wire_density.png
9 x 11 tiles, from dark blue (low) to red (high), scaled to the fullest tile. Values are wire area over tile area, all layers added.
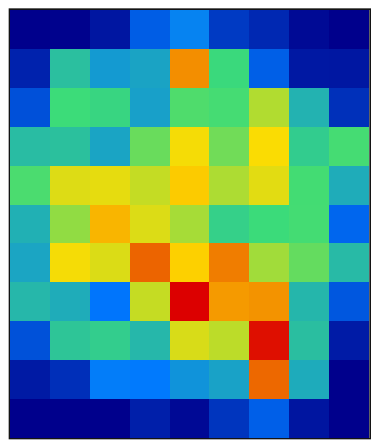
met3.png
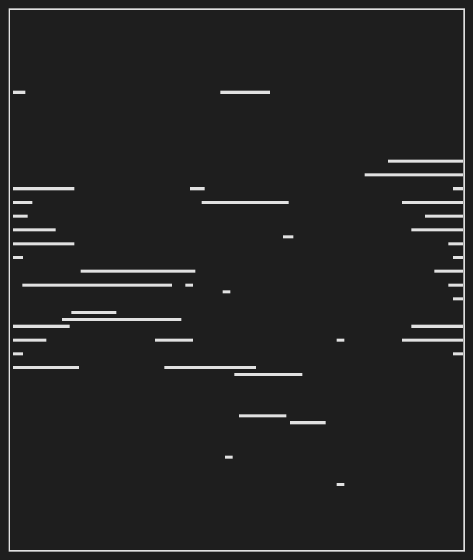
final_placement.png
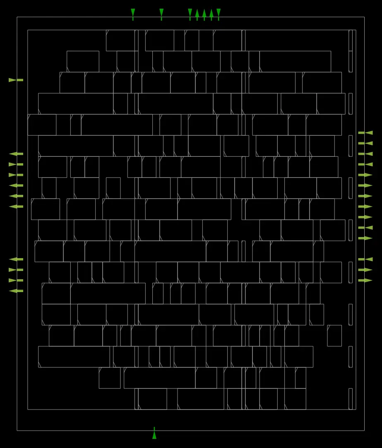
clock_map.png
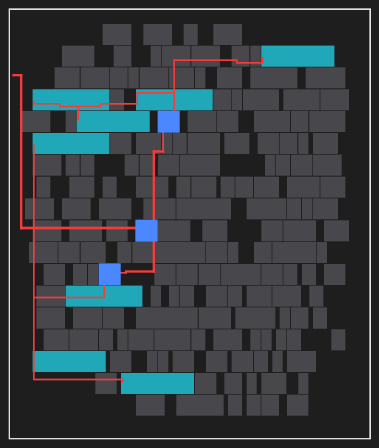
drive_strength.png
The bar under the picture is 10 um long.
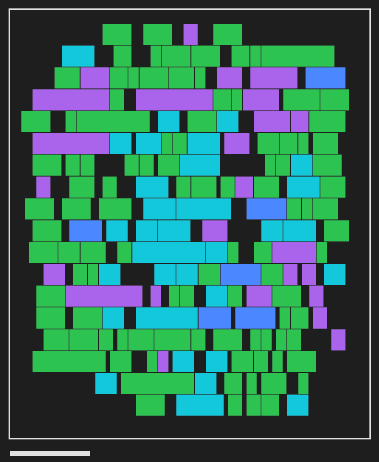
### config.mk
export PLATFORM = sky130hd
export DESIGN_NAME = next_addr_ctl
export DESIGN_NICKNAME = d
export VERILOG_FILES = /design/src/rtl/next_addr_ctl.sv
export SDC_FILE = /design/constraint.sdc
export NUM_CORES = 1
export LEC_CHECK = 0
export ABC_CLOCK_PERIOD_IN_PS = 1960
export CORE_ASPECT_RATIO = 1.2
export CORE_UTILIZATION = 39
export DETAILED_ROUTE_END_ITERATION = 12
export GPL_ROUTABILITY_DRIVEN = 1
export GPL_TIMING_DRIVEN = 0
export PLACE_DENSITY = 0.79
export SYNTH_ARGS = -nofsm -noshare
export SYNTH_HDL_FRONTEND = slang
export SYNTH_SLANG_ARGS = --single-unit
### constraint.sdc
create_clock -name clock -period 1.96 [get_ports clock]
set_clock_uncertainty 0.2 [all_clocks]
set_input_delay 0.294 -clock clock [delete_from_list [all_inputs] [get_ports clock]]
set_output_delay 0.294 -clock clock [all_outputs]
set_load 0.005 [all_outputs]
### src/rtl/next_addr_ctl.sv
// next_addr_ctl
//   Next-address control for a cascade of 4-bit microprogram sequencer
//   slices. Decodes the 4-bit next-address instruction together with the
//   condition test and the loop-counter state. From these it drives the slice
//   source select, force-zero, stack controls and the active-low branch-source
//   enables. It also holds the loop counter used by the repeat/loop
//   instructions.
//
// Ports
//   clock     in   system clock, rising edge
//   reset_n   in   asynchronous active-low reset
//   instr     in   [3:0] next-address instruction (pipeline register)
//   ccen_n    in   condition enable; 1 forces the test to pass
//   cc        in   condition code; 1 = pass when enabled
//   load_val  in   [CW-1:0] counter load value (pipeline branch field)
//   s1, s0    out  slice source select: PC=00 AR=01 STK=10 D=11
//   zero      out  active-low force-zero to the slices
//   fe        out  active-low stack (file) enable
//   pup       out  1 = push, 0 = pop (valid when fe=0)
//   pl_n      out  active-low pipeline branch-field enable onto din
//   map_n     out  active-low mapping PROM enable onto din
//   vect_n    out  active-low vector enable onto din
//   cnt_zero  out  loop counter equals zero
//   count     out  [CW-1:0] loop counter value
module next_addr_ctl #(
  parameter int CW = 8
) (
  input  logic          clock,
  input  logic          reset_n,
  input  logic [3:0]    instr,
  input  logic          ccen_n,
  input  logic          cc,
  input  logic [CW-1:0] load_val,
  output logic          s1,
  output logic          s0,
  output logic          zero,
  output logic          fe,
  output logic          pup,
  output logic          pl_n,
  output logic          map_n,
  output logic          vect_n,
  output logic          cnt_zero,
  output logic [CW-1:0] count
);

  localparam logic [1:0] SRC_PC  = 2'b00;
  localparam logic [1:0] SRC_AR  = 2'b01;
  localparam logic [1:0] SRC_STK = 2'b10;
  localparam logic [1:0] SRC_D   = 2'b11;

  typedef enum logic [3:0] {
    OP_JZ   = 4'h0,
    OP_CJS  = 4'h1,
    OP_JMAP = 4'h2,
    OP_CJP  = 4'h3,
    OP_PUSH = 4'h4,
    OP_JSRP = 4'h5,
    OP_CJV  = 4'h6,
    OP_JRP  = 4'h7,
    OP_RFCT = 4'h8,
    OP_RPCT = 4'h9,
    OP_CRTN = 4'hA,
    OP_CJPP = 4'hB,
    OP_LDCT = 4'hC,
    OP_LOOP = 4'hD,
    OP_CONT = 4'hE,
    OP_TWB  = 4'hF
  } op_t;

  logic [CW-1:0] count_q;
  logic          pass;
  logic          cz;
  logic [1:0]    sel;
  logic          ld;
  logic          dec;
  op_t           op;

  assign pass = ccen_n | cc;
  assign cz   = (count_q == '0);
  assign op   = op_t'(instr);

  // Stack-op helpers: push = fe0/pup1, pop = fe0/pup0, hold = fe1/pup0.
  always_comb begin
    sel    = SRC_PC;
    zero   = 1'b1;
    fe     = 1'b1;
    pup    = 1'b0;
    pl_n   = 1'b0;
    map_n  = 1'b1;
    vect_n = 1'b1;
    ld     = 1'b0;
    dec    = 1'b0;

    unique case (op)
      OP_JZ: zero = 1'b0;
      OP_CJS: begin
        if (pass) begin
          sel = SRC_D;
          fe  = 1'b0;
          pup = 1'b1;
        end
      end
      OP_JMAP: begin
        sel   = SRC_D;
        pl_n  = 1'b1;
        map_n = 1'b0;
      end
      OP_CJP: begin
        if (pass) sel = SRC_D;
      end
      OP_PUSH: begin
        fe  = 1'b0;
        pup = 1'b1;
        ld  = pass;
      end
      OP_JSRP: begin
        sel = pass ? SRC_D : SRC_AR;
        fe  = 1'b0;
        pup = 1'b1;
      end
      OP_CJV: begin
        sel    = pass ? SRC_D : SRC_PC;
        pl_n   = 1'b1;
        vect_n = 1'b0;
      end
      OP_JRP: sel = pass ? SRC_D : SRC_AR;
      OP_RFCT: begin
        if (!cz) begin
          sel = SRC_STK;
          dec = 1'b1;
        end else begin
          fe = 1'b0;
        end
      end
      OP_RPCT: begin
        if (!cz) begin
          sel = SRC_D;
          dec = 1'b1;
        end
      end
      OP_CRTN: begin
        if (pass) begin
          sel = SRC_STK;
          fe  = 1'b0;
        end
      end
      OP_CJPP: begin
        if (pass) begin
          sel = SRC_D;
          fe  = 1'b0;
        end
      end
      OP_LDCT: ld = 1'b1;
      OP_LOOP: begin
        if (pass) fe = 1'b0;
        else      sel = SRC_STK;
      end
      OP_CONT: ;
      OP_TWB: begin
        if (pass) begin
          fe = 1'b0;
        end else if (!cz) begin
          sel = SRC_STK;
          dec = 1'b1;
        end else begin
          sel = SRC_D;
          fe  = 1'b0;
        end
      end
      default: ;
    endcase

    // While in reset the slices must see address 0 with the stack idle,
    // independent of whatever the pipeline register holds.
    if (!reset_n) begin
      sel    = SRC_PC;
      zero   = 1'b0;
      fe     = 1'b1;
      pup    = 1'b0;
      pl_n   = 1'b0;
      map_n  = 1'b1;
      vect_n = 1'b1;
      ld     = 1'b0;
      dec    = 1'b0;
    end
  end

  assign s1 = sel[1];
  assign s0 = sel[0];

  // Decode never asserts dec when the count is zero, so no wrap guard here.
  always_ff @(posedge clock or negedge reset_n) begin
    if (!reset_n)  count_q <= '0;
    else if (ld)   count_q <= load_val;
    else if (dec)  count_q <= count_q - CW'(1);
  end

  assign count    = count_q;
  assign cnt_zero = cz;

endmodule

==> notes.md <==
Summary of the current implementation state.

- The run finished, with violations left.
- The final reports fail on negative setup slack.
- The register with the most flip-flops in the layout has 8 of them.
- The chip occupies roughly 2400 sq um.
- The design draws 1000 uW.
- The number of antenna violations at the first check in global routing is 0, for reference.
- The share of post-route cells with drive strength above 1 is 0.377, for reference.
- In the Yosys report the total cell count is ~120.
- The number of buffers and inverters on the critical path is 1.
- The sequential share of cell area is 0.137, for reference.
- The final-layout clock buffer total is 3, for reference.
- Setup repair after global routing could not meet its margin everywhere.
- From left edge to right edge, the die measures 44.8 um.
- The worst-case register-to-register setup slack is -0.17 ns, for reference.
- The half-perimeter wire length of the detailed placement result is roughly 2000 um, for reference.
- The number of design-rule violations left by the first detailed-router iteration is 30, for reference.
- The insertion delay to the later sink of the worst-skew pair is ~0.26 ns, for reference.
- The mean post-synth cell area is between 7 and 8 sq um, for reference.
- The final critical-path setup slack is -0.359 ns, for reference.
- The count of unique library cells instantiated by Yosys is around 42, for reference.
- Entering global routing, the biggest net connects 11 pins.
- For reference, the top cells by count after synthesis are nand2_1 (11), nor2_1 (11), dfrtp_1 (8), o21ai_0 (8), nand3_1 (7).
- Hold-check failures listed in the final report amount to 0.
- Once layout is done, the placed cells without fillers occupy between 1500 and 2000 sq um.
- Counting flops and latches in the post-synthesis netlist gives 8.
- The final timing report lists a max-slew violation count of 0.
- Per the timing report, the biggest fanout along the worst path comes to 4.
- The total area inside the core boundary comes to between 2000 and 2500 sq um.
- The final route contains approximately 1,200 vias.
- The via-per-instance ratio is roughly 6, for reference.
- The portion of synthesized cell area occupied by the leading cell type is 0.234, for reference.
- The register area is between 200 and 250 sq um, for reference.
- The net count entering floorplan is 134, for reference.
- For the pin with the worst max-slew slack, the measured transition is approximately 0.46 ns.
- Per the OpenROAD timing report, the critical path contains 5 cells.
- The remaining max-slew budget at the tightest pin is 0.691, for reference.
- The floorplan report gives the top-level pin count as 33.
- The synthesized design contains 0 enable-type register cells.
- The post-synthesis chip area from yosys is 857 sq um, for reference.
- The antenna diode instance count is 0, for reference.
- The largest total area in the synthesized netlist belongs to dfrtp_1.
- Of the synthesized area, sequential elements account for 0.234.
- According to the timing report, the data required time at the worst endpoint equals 1.47 ns.
- The logic share of the area is 0.487, for reference.
- The multi-input combinational cells in the finished layout cover a total of roughly 730 sq um.
- The count of final setup violators is 9, for reference.
- The placed cell area is approximately 1200 sq um, for reference.
- Per STA, the highest per-stage delay on the worst path measures roughly 0.60 ns.
- In this run the worst setup path begins at count[5].
- The clock-pin slew on the worst setup and hold paths is about 0.06 ns, for reference.
- Data on the critical path arrives at its endpoint at around 1.8 ns.
- The number of global-route vias before repair is between 1,000 and 1,500, for reference.
Back to the opening pictures, wire_density.png:
tiles over half the peak: 37%
fullest tile: 0.51
mean over tiles: 0.21
nearly empty tiles: 9.1%
emptiest ninth of the die: bottom left

Back to the opening pictures, met3.png:
longest straight run: 14.5 um
share of all routed wire: 5.4%
wire length on this layer: 167 um
nets with wire on the layer: 37

Back to the opening pictures, final_placement.png:
final core utilization: 0.725
tapcells inserted: 30
number of fillers in the final layout: 174
seq_cells: 8
number of rows in the core area: 18

Back to the opening pictures, clock_map.png:
legend:
  cells driving clock nets:
    color: blue
    count: 3
  clock wires:
    color: red
    length: 155 um
  flip-flops:
    color: cyan
    count: 8
routed clock nets: 4

Back to the opening pictures, drive_strength.png:
legend:
  drive 6 and up:
    color: blue
    cells: 6
    share: 3.6%
    most_used: clkbuf_8
  drive 3 to 4:
    color: cyan
    cells: 32
    share: 19%
    most_used: buf_4
  drive 2:
    color: purple
    cells: 25
    share: 15%
    most_used: buf_2
  drive 1 or less:
    color: green
    cells: 104
    share: 62%
    most_used: clkdlybuf4s50_1

metal layers:
| metal | vias to the layer above | track usage | part of all wire |
|---|---|---|---|
| met5 | - | 0 | 0 |
| met4 | 0 | 0.167 | 0.026 |
| met3 | 11 | 0.0341 | 0.053 |
| met2 | 51 | 0.502 | 0.53 |
| met1 | 566 | 0.311 | 0.39 |
| li1 | 555 | - | - |
placed cells by master, fill, tap and decap left out, drive strengths merged, types with 2 or more instances in the layout:
master         synthesis  routed
a211o                  2       2
a21oi                  6       6
a31o                   2       2
a31oi                  5       5
buf                    0      23
clkbuf                 6       9
clkdlybuf4s50          0      17
dfrtp                  8       8
dlygate4sd2            0       4
dlymetal6s2s           0       2
ha                     2       2
inv                    6       6
nand2                 11      11
nand3                  7       7
nor2                  11      11
nor3                   3       3
nor3b                  2       2
o211a                  2       2
o211ai                 2       2
o21ai                  9       9
o311ai                 4       4
or3                    5       5
or4                    4       4
cells by family after synthesis:
logic type,after synthesis,synth area share
AND/OR/NAND/NOR,55,0.369
AND-OR/OR-AND,37,0.292
buffers and inverters,12,0.0526
flip-flops,8,0.234
adder cells (fa/ha/maj),3,0.0409
multiplexers,1,0.0117
power breakdown:
part | total, uW | switching (uW) | internal (uW) | leakage (uW)
Sequential | 286 | 67.3 | 219 | 0.0000890
Combinational | 582 | 251 | 331 | 0.000515
Clock | 134 | 63.2 | 70.6 | 0.0000138
worst reg2reg max path, stage by stage (launching register included):
cell and delay (ns):
dfrtp_2 0.41, or4_4 0.60, or3_4 0.36, or3_1 0.31, a31oi_1 0.17
what timing repair did:
action	4_1_cts	5_1_grt
hold endpoints to repair	8	0
gates resized	79	12
buffers inserted	13	3
endpoints found under the setup margin	17	12
pin swaps	11	5
hold buffers	1	0
Power and IR drop assume default switching activity.
